[src/rtl/period_detector.sv]
// Pulse-to-pulse period measurement with lock detection against an expected period.
// Lock after LOCK_CNT consecutive matches; drops on mismatch, timeout, det_en low or reset.
module period_detector #(
    parameter int unsigned LOCK_CNT = 4
) (
    input  logic       clk,
    input  logic       rst,
    input  logic       en_in,
    input  logic [7:0] period_sel,
    input  logic       det_en,
    output logic [7:0] period_meas,
    output logic       meas_valid,
    output logic       lock,
    output logic       err,
    output logic       timeout
);

    typedef enum logic [1:0] {IDLE, ACQUIRE, LOCKED} state_t;

    localparam logic [3:0] LOCK_MAX = 4'(LOCK_CNT);

    state_t     state;
    logic [7:0] cnt;
    logic [3:0] mcnt;
    logic       match;

    // cnt is never 0 while measuring, but period_sel==0 is excluded explicitly.
    always_comb begin
        match = (period_sel != '0) && (cnt == period_sel);
    end

    always_ff @(posedge clk) begin
        if (rst) begin
            state       <= IDLE;
            cnt         <= '0;
            mcnt        <= '0;
            period_meas <= '0;
            meas_valid  <= 1'b0;
            lock        <= 1'b0;
            err         <= 1'b0;
            timeout     <= 1'b0;
        end else begin
            meas_valid <= 1'b0;
            err        <= 1'b0;
            timeout    <= 1'b0;
            if (!det_en) begin
                state <= IDLE;
                lock  <= 1'b0;
                cnt   <= '0;
                mcnt  <= '0;
            end else begin
                case (state)
                    IDLE: begin
                        cnt  <= '0;
                        mcnt <= '0;
                        if (en_in) begin
                            state <= ACQUIRE;
                            cnt   <= 8'd1;
                        end
                    end
                    ACQUIRE, LOCKED: begin
                        if (en_in) begin
                            period_meas <= cnt;
                            meas_valid  <= 1'b1;
                            cnt         <= 8'd1;
                            if (match) begin
                                if (mcnt != LOCK_MAX)
                                    mcnt <= mcnt + 4'd1;
                                if (state == ACQUIRE && (mcnt + 4'd1) >= LOCK_MAX) begin
                                    state <= LOCKED;
                                    lock  <= 1'b1;
                                end
                            end else begin
                                mcnt <= '0;
                                err  <= 1'b1;
                                if (state == LOCKED) begin
                                    state <= ACQUIRE;
                                    lock  <= 1'b0;
                                end
                            end
                        end else if (cnt == 8'hFF) begin
                            // A pulse on this same cycle would have taken the branch above.
                            state   <= IDLE;
                            timeout <= 1'b1;
                            lock    <= 1'b0;
                            cnt     <= '0;
                            mcnt    <= '0;
                        end else begin
                            cnt <= cnt + 8'd1;
                        end
                    end
                    default: begin
                        state <= IDLE;
                        lock  <= 1'b0;
                        cnt   <= '0;
                        mcnt  <= '0;
                    end
                endcase
            end
        end
    end

endmodule

[config.mk]
export PLATFORM = sky130hd
export DESIGN_NAME = period_detector
export DESIGN_NICKNAME = d
export VERILOG_FILES = /design/src/rtl/period_detector.sv
export SDC_FILE = /design/constraint.sdc
export NUM_CORES = 1
export LEC_CHECK = 0
export CORE_AREA = 2 2 71 73
export CTS_CLUSTER_DIAMETER = 200
export DETAILED_ROUTE_END_ITERATION = 16
export DIE_AREA = 0 0 73 75
export HOLD_SLACK_MARGIN = 0.06
export PLACE_DENSITY = 0.47
export SLEW_MARGIN = 30
export SYNTH_ARGS = -nofsm -noshare
export SYNTH_HDL_FRONTEND = slang
export SYNTH_SLANG_ARGS = --single-unit
export TNS_END_PERCENT = 1
[constraint.sdc]
create_clock -name clk -period 1.61 [get_ports clk]
set_input_delay 0.2415 -clock clk [delete_from_list [all_inputs] [get_ports clk]]
set_output_delay 0.2415 -clock clk [all_outputs]
set_load 0.005 [all_outputs]
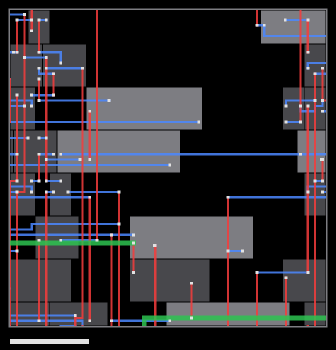
Figure 1: run 1, close-up of the layout.
The bar under the picture is 5 um long. Window x 26 to 46, y 42 to 62 um. Cells in grey, sequential cells in the stronger grey; small squares are vias.
colour	layer
blue	met1
red	met2
green	met3
sequential cells in the window	5
netlist names of flops here include	cnt (2), mcnt (2)
cells with their middle in the window	20
most frequent	nor2_1 (5), buf_4 (4), dfxtp_2 (3)

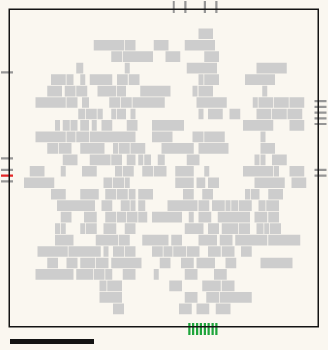
Figure 2: run 1, I/O pins on the die edge.
The bar under the picture is 20 um long. Pins as bars across the die edge, other pins in grey.
colour	port	pins	direction	edge
red	en_in	1	input	left
green	period_sel	8	input	bottom

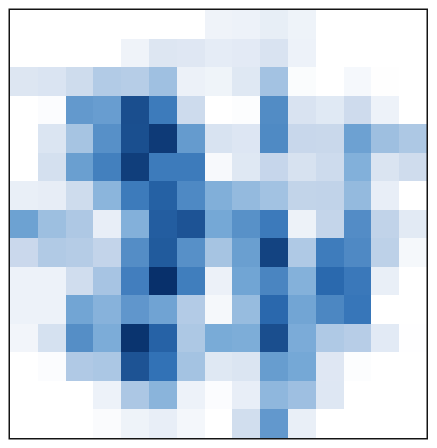
Figure 3: run 1, wiring heat map.
15 x 15 tiles, from white (low) to dark blue (high), scaled to the fullest tile. Values are wire area over tile area, all layers added.
nearly empty tiles	24%
fullest tile	0.36
mean over tiles	0.10

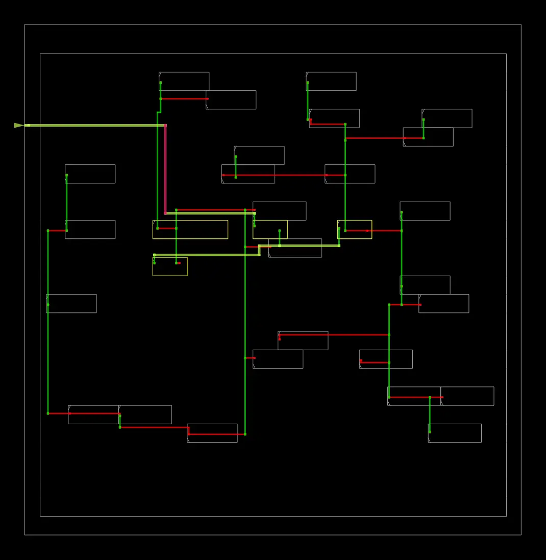
Figure 4: run 1, clock nets.
clk_lat worst skew: 280 ps
Setup Skew: 4.580 ps
Clock Sinks: 26
seq_cells: 26
P_clk: 556 uW

==> ci_impl_report.md, run 1 <==
### Flow metrics

| Metric | Value |
|---|---|
| Max Cap Viol | `0` |
| CTS tree | `yes` |
| Most instantiated cells after synthesis | `dfxtp_1, nor2_1, xor2_1` |
| Final Slew Violations | `0` |
| GR Util All Layers | `14.39%` |
| Critical-path cell list | `xor2_1, nor4_2, buf_4, nand3_4, a21o_1, o21ai_2, mux2i_1` |
| Main area contributors | `dfxtp_1, xor2_1, mux2i_1` |
| Yosys chip area | `about 1400 um^2` |
| Placed wire-length estimate | `approximately 2.8 mm` |
| Final wirelength | `about 3.7 mm` |
| Uppermost layer routed | `met4` |
| Internal reg-to-reg setup slack | `-50 ps` |
| Total gr overflow | `0` |
| Setup crit end | `state[0]` |
| Hold path start | `period_meas[7]` |
| Clock Tree Buf Depth | `2` |
| Post-synth mux share | `between 7 and 8%` |
| Crit path capture type | `register` |
| Final setup viols | `3` |
| CTS Root Buffer Type | `clkbuf_8` |
| DP Worst Slack | `-460.6 ps` |
| RSZ-0062 raised after global routing | `yes` |
| Placed insts | `roughly 260` |
| Worst Hold Class | `register to register` |
| Failing checks | `setup timing` |
| Combinational Power Share | `roughly 12%` |
| Cell Int Power | `roughly 1100 uW` |
| Die Width | `about 73 um` |
| Core footprint | `about 4700 um^2` |
| Hold path endpoint | `period_meas[7]` |
| Synth Net Count | `roughly 170` |
| Metal1 wirelength | `about 1.6 mm` |
| Yosys cell types | `39` |
| Simple share | `a little over a quarter` |
| Relative slew slack | `between 80% and 90%` |
| Clk pwr share | `40.3%` |
| Iteration-0 DRC Markers | `30` |
| Post-route cell area | `around 2100 um^2` |
| Number of global-route vias before repair | `1342` |
| Final worst setup slack | `-46.53 ps` |
| Seq. cell area | `between 500 and 600 um^2` |
| Sequential share of power | `47.3%` |
| Port Buffers | `23` |
| FMAX | `a little over 0.6 GHz` |
| Layout cells sized above 1 | `between 30 and 40%` |
| Syn. warnings | `0` |
| Die height | `roughly 75 um` |
| Critical setup path kind | `register to register` |
| Clock-cell share of area | `~3.3%` |
| Yosys reg bits | `26` |
| WL per Instance | `13.70 um` |
| Synthesized area per cell | `about 9 um^2` |
| Switching fraction of total power | `22.28%` |
| Comb area share | `about two fifths` |
| Fin crit period | `between 1500 and 2000 ps` |
| Worst R2R Start | `cnt[6]` |
| Status | `complete, but fails checks` |
| # Cells Yosys | `between 100 and 150` |
| FP Core Util | `between 20% and 30%` |
| Die area | `~5500 um^2` |
| Clk pin slew, worst setup/hold paths | `100 ps` |
| Most instantiated logic cells after routing | `buf_4, dfxtp_1, nor2_1` |
| Clock buffers | `3` |
| Leak | `between 0.0009 and 0.001 uW` |
| Post-synth EDFFs | `0` |
| Critical Path Source | `cnt[6]` |
| Count leader, synth | `dfxtp_1` |
| Pre-Repair DR Iteration Count | `4` |
| Fill cells | `447` |
| Power Density | `approximately 640 nW/um^2` |
| Dpl cell area | `approximately 1900 um^2` |
| Area leader share | `38.41%` |
| Non-CTS buffers | `between 60 and 70` |
| Switching pwr | `307.1 uW` |
| CTS buffer count | `3` |
| VDD IR-drop max | `0.5673 mV` |
| Num tapcells | `between 50 and 60` |
| CTS HTree Levels | `1` |
| First-pass GRT wire length | `6.078 mm` |
| Pwr top | `sequential cells` |
| CP bufs+invs | `1` |
| Total sequential power | `about 650 uW` |
| Largest cell class | `combinational gates` |
| Post-cts hold-fix buffer tally | `0` |
| Critical path's slowest cell | `dfxtp_2` |
| Ant. Diodes | `0` |
==> inputs of run 2 (changes only) <==
ABC_AREA = 0   (was not set)
CTS_BUF_LIST = sky130_fd_sc_hd__clkbuf_16   (was not set)
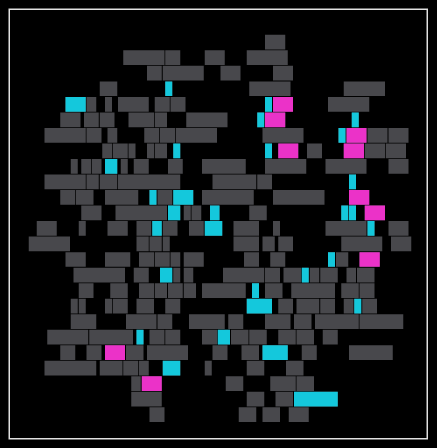
Figure 5: run 2, selected gate families.
colour	family	cells
magenta	multiplexers	10
cyan	NOR gates	30

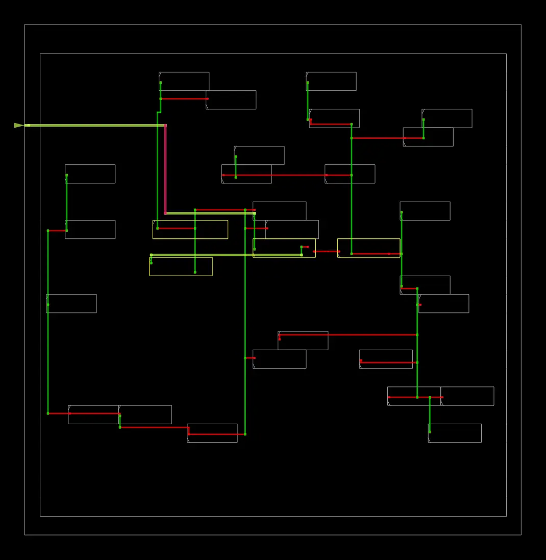
Figure 6: run 2, clock nets.
clock buffers: 3
CTS buffer count: 3
Setup Skew: 2.361 ps
clk_lat worst skew: 260 ps
P_clk: 735 uW

==> run 2 against run 1 <==
The run still ends with setup timing left. Combinational power barely moved. Maximum frequency barely moved. Flip-flop count did not move. Global-route usage rose by 0.056 points. Power rose by 13%. Sequential share of layout area fell by 0.41 points. Clock skew fell by 2.2 ps. Clock power rose by 32%. Cell count did not move. Via count fell by 0.54%. Core utilization rose by 0.78 points. Clock-buffer cell count did not move.
==> ci_impl_report.md, run 2 <==
### Flow metrics

| Metric | Value |
|---|---|
| Critical-path cell list | `clkdlybuf4s50_1, nor4_4, a211oi_2, buf_4, nand3_4, a21o_1, o21ai_2, mux2i_1` |
| Clock-cell share of area | `under 10%` |
| Yosys chip area | `between 1000 and 1500 um^2` |
| Relative slew slack | `80.26%` |
| Critical path's slowest cell | `clkdlybuf4s50_1` |
| Crit path largest cell delay | `roughly 530 ps` |
| Total gr overflow | `0` |
| Die Width | `between 70 and 80 um` |
| Fin util | `a little under half` |
| Clock Sinks | `26` |
| Pre-Repair DR Iteration Count | `4` |
| Post-route cell area | `between 2000 and 2500 um^2` |
| Post-synth EDFFs | `0` |
| Ant. Diodes | `0` |
| Switching pwr | `324.6 uW` |
| Crit Reg-Reg Endpoint | `state[0]` |
| Worst Hold Class | `register to register` |
| Power Density | `between 700 and 800 nW/um^2` |
| First-pass GRT wire length | `6.078 mm` |
| CTS HTree Levels | `1` |
| Final Slew Violations | `0` |
| Failing checks | `setup timing` |
| Dpl cell area | `1934 um^2` |
| Post-synth mux share | `between 7 and 8%` |
| Num tapcells | `54` |
| Mapped Area | `1355 um^2` |
| VDD IR-drop max | `between 0.6 and 0.7 mV` |
| Placed insts | `260` |
| Most instantiated logic cells after routing | `buf_4, dfxtp_1, nor2_1` |
| Syn. warnings | `0` |
| Count leader, synth | `dfxtp_1` |
| Die area | `about 5500 um^2` |
| Num rows | `25` |
| Largest cell class | `combinational gates` |
| CTS tree | `yes` |
| Seq. cell area | `approximately 530 um^2` |
| Internal reg-to-reg setup slack | `-40 ps` |
| Instance count on the critical path | `8` |
| Synthesized area per cell | `9.094 um^2` |
| FP Core Util | `29.07%` |
| Placed wire-length estimate | `between 2 and 3 mm` |
| Post-cts hold-fix buffer tally | `0` |
| Total sequential power | `652 uW` |
| Metal1 wirelength | `roughly 1.6 mm` |
| Number of global-route vias before repair | `between 1000 and 1500` |
| Sequential share of power | `41.8%` |
| Yosys reg bits | `26` |
| Area leader share | `approximately 38%` |
| Simple share | `between 20% and 30%` |
| Worst Path Max Fanout | `5` |
| Most instantiated cells after synthesis | `dfxtp_1, nor2_1, xor2_1` |
| Layout cells sized above 1 | `35.98%` |
| Clock Tree Buf Depth | `2` |
| CP bufs+invs | `2` |
| Buffering overhead | `about a quarter` |
| Max Cap Viol | `0` |
| Clk pwr share | `47.2%` |
| Port Buffers | `23` |
| Iteration-0 DRC Markers | `38` |
| Crit path capture type | `register` |
| Fill cells | `between 400 and 500` |
| Switching fraction of total power | `20.83%` |
| Critical Path Source | `period_sel[2]` |
| Grt peak-use layer | `met2` |
| Uppermost layer routed | `met4` |
| Comb area share | `41.16%` |
| RSZ-0062 raised after global routing | `yes` |
| Main area contributors | `dfxtp_1, xor2_1, mux2i_1` |
| Setup crit end | `state[0]` |
| Final worst setup slack | `-45.58 ps` |
| Leak | `0.0009587 uW` |
| Fin crit period | `roughly 1700 ps` |
| Status | `complete, but fails checks` |
| Post-Synthesis Cells | `149` |
| Worst R2R Start | `cnt[6]` |
| Combinational Power Share | `11.0%` |
| Final setup viols | `3` |
| Critical setup path kind | `input pin to register` |
| Main synth FF type | `dfxtp_1` |
| FFs w/ async S/R, synth | `0%` |
| Clk pin slew, worst setup/hold paths | `about 70 ps` |
| Synth Net Count | `approximately 170` |
| FMAX | `between 0.6 and 0.7 GHz` |
| DP Worst Slack | `-460.6 ps` |
| Hold path endpoint | `period_meas[7]` |
| Hold path start | `period_meas[7]` |
| Combinational Gates | `between 100 and 150` |
| Pwr top | `clock` |
| Routing usage on met2 | `27.03%` |
| Final wirelength | `about 3.7 mm` |
| WL per Instance | `13.80 um` |
| Cell Int Power | `about 1200 uW` |
| Die height | `between 70 and 80 um` |
| # Cells Yosys | `149` |
| Seq_cells | `26` |
| Core footprint | `4661 um^2` |
| CTS Root Buffer Type | `clkbuf_16` |
| Non-CTS buffers | `between 60 and 70` |
| Met3 Use GR | `under 10%` |
| Yosys cell types | `39` |
| GR Util All Layers | `14.44%` |
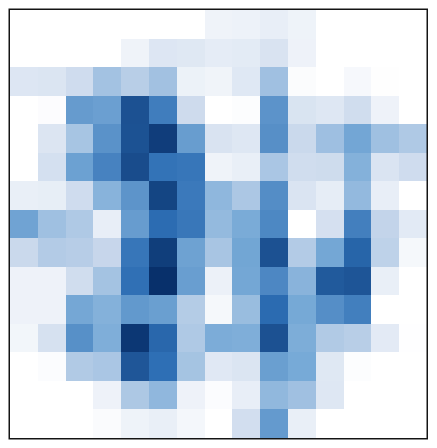
Figure 7: run 2, wiring heat map.
15 x 15 tiles, from white (low) to dark blue (high), scaled to the fullest tile. Values are wire area over tile area, all layers added.
tiles over half the peak	25%
nearly empty tiles	24%
mean over tiles	0.10
fullest tile	0.36
emptiest ninth of the die	upper right
densest ninth of the die	centre

==> inputs of run 3 (changes only) <==
HOLD_SLACK_MARGIN = 0.08   (was 0.06)
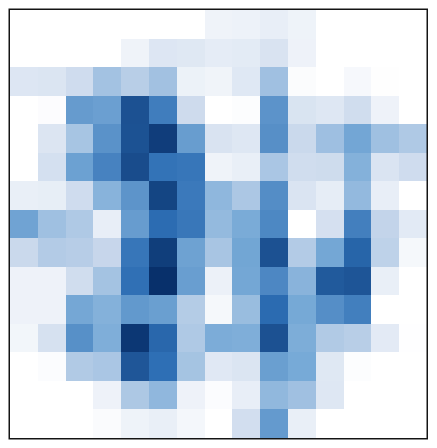
Figure 8: run 3, wiring heat map.
15 x 15 tiles, from white (low) to dark blue (high), scaled to the fullest tile. Values are wire area over tile area, all layers added.
densest ninth of the die	centre
tiles over half the peak	25%
nearly empty tiles	24%

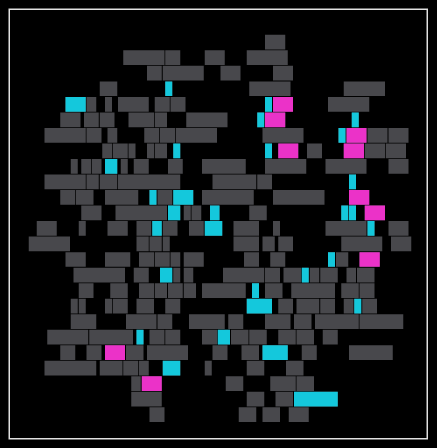
Figure 9: run 3, selected gate families.
colour	family	cells
cyan	NOR gates	30
magenta	multiplexers	10

==> run 3 against run 2 <==
The flow still finishes with violations (setup timing). Clock-buffer cell count unchanged. Clock power about the same. Register-to-register slack about the same. Non-clock buffer count unchanged. Combinational power about the same. Largest power group unchanged. Maximum frequency unchanged. Area after synthesis unchanged. Cell count unchanged. Critical path depth unchanged. Global-route usage unchanged. Clock skew unchanged. Die size unchanged.
==> ci_impl_report.md, run 3 <==
### Flow metrics

| Metric | Value |
|---|---|
| Post-Synthesis Cells | `between 100 and 150` |
| Synthesized area per cell | `just over 9 um^2` |
| Setup crit end | `state[0]` |
| GR Util All Layers | `between 10% and 20%` |
| Placed wire-length estimate | `2.843 mm` |
| CTS Root Buffer Type | `clkbuf_16` |
| FP Core Util | `slightly below 30%` |
| Buffering overhead | `approximately a quarter` |
| Cell Int Power | `1234 uW` |
| Post-cts hold-fix buffer tally | `0` |
| Status | `complete, but fails checks` |
| WL per Instance | `roughly 14 um` |
| Final worst setup slack | `-45.58 ps` |
| Ant. Diodes | `0` |
| Die height | `around 75 um` |
| Uppermost layer routed | `met4` |
| DP Worst Slack | `-460.6 ps` |
| Critical-path cell list | `clkdlybuf4s50_1, nor4_4, a211oi_2, buf_4, nand3_4, a21o_1, o21ai_2, mux2i_1` |
| Internal reg-to-reg setup slack | `-40 ps` |
| Number of global-route vias before repair | `1342` |
| Switching fraction of total power | `20.83%` |
| First-pass GRT wire length | `6.078 mm` |
| Failing checks | `setup timing` |
| Pwr top | `clock` |
| Most instantiated cells after synthesis | `dfxtp_1, nor2_1, xor2_1` |
| Setup Skew | `about 2.4 ps` |
| Hold path endpoint | `period_meas[7]` |
| Worst Path Max Fanout | `5` |
| Yosys cell types | `39` |
| Crit path capture type | `register` |
| Instance count on the critical path | `8` |
| Iteration-0 DRC Markers | `38` |
| Die Width | `73 um` |
| Non-CTS buffers | `65` |
| Seq. cell area | `roughly 530 um^2` |
| Clk pin slew, worst setup/hold paths | `70 ps` |
| Clock buffers | `3` |
| Layout cells sized above 1 | `a little over a third` |
| Count leader, synth | `dfxtp_1` |
| Fin util | `between 40% and 50%` |
| Power Density | `between 700 and 800 nW/um^2` |
| Syn. warnings | `0` |
| Relative slew slack | `80.26%` |
| Critical setup path kind | `input pin to register` |
| Clock Tree Buf Depth | `2` |
| Critical path's slowest cell | `clkdlybuf4s50_1` |
| P_clk | `between 700 and 800 uW` |
| Fin crit period | `around 1700 ps` |
| Met3 Use GR | `under 10%` |
| Combinational Power Share | `between 10 and 15%` |
| Yosys chip area | `1355 um^2` |
| Crit path largest cell delay | `530 ps` |
| Final wirelength | `~3.7 mm` |
| Hold path start | `period_meas[7]` |
| VDD IR-drop max | `0.6252 mV` |
| Final setup viols | `3` |
| CTS HTree Levels | `1` |
| Yosys reg bits | `26` |
| Port Buffers | `23` |
| Total gr overflow | `0` |
| Clock-cell share of area | `approximately 4.8%` |
| Most instantiated logic cells after routing | `buf_4, dfxtp_1, nor2_1` |
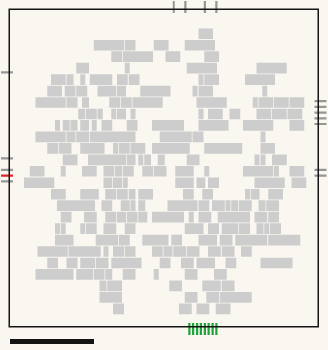
Figure 10: run 3, I/O pins on the die edge.
The bar under the picture is 20 um long. Pins as bars across the die edge, other pins in grey.
colour	port	pins	direction	edge
green	period_sel	8	input	bottom
red	en_in	1	input	left
all pins by edge	8 bottom, 7 right, 5 left, 4 top

No activity file was given, so power comes from the tool's default toggle rates.
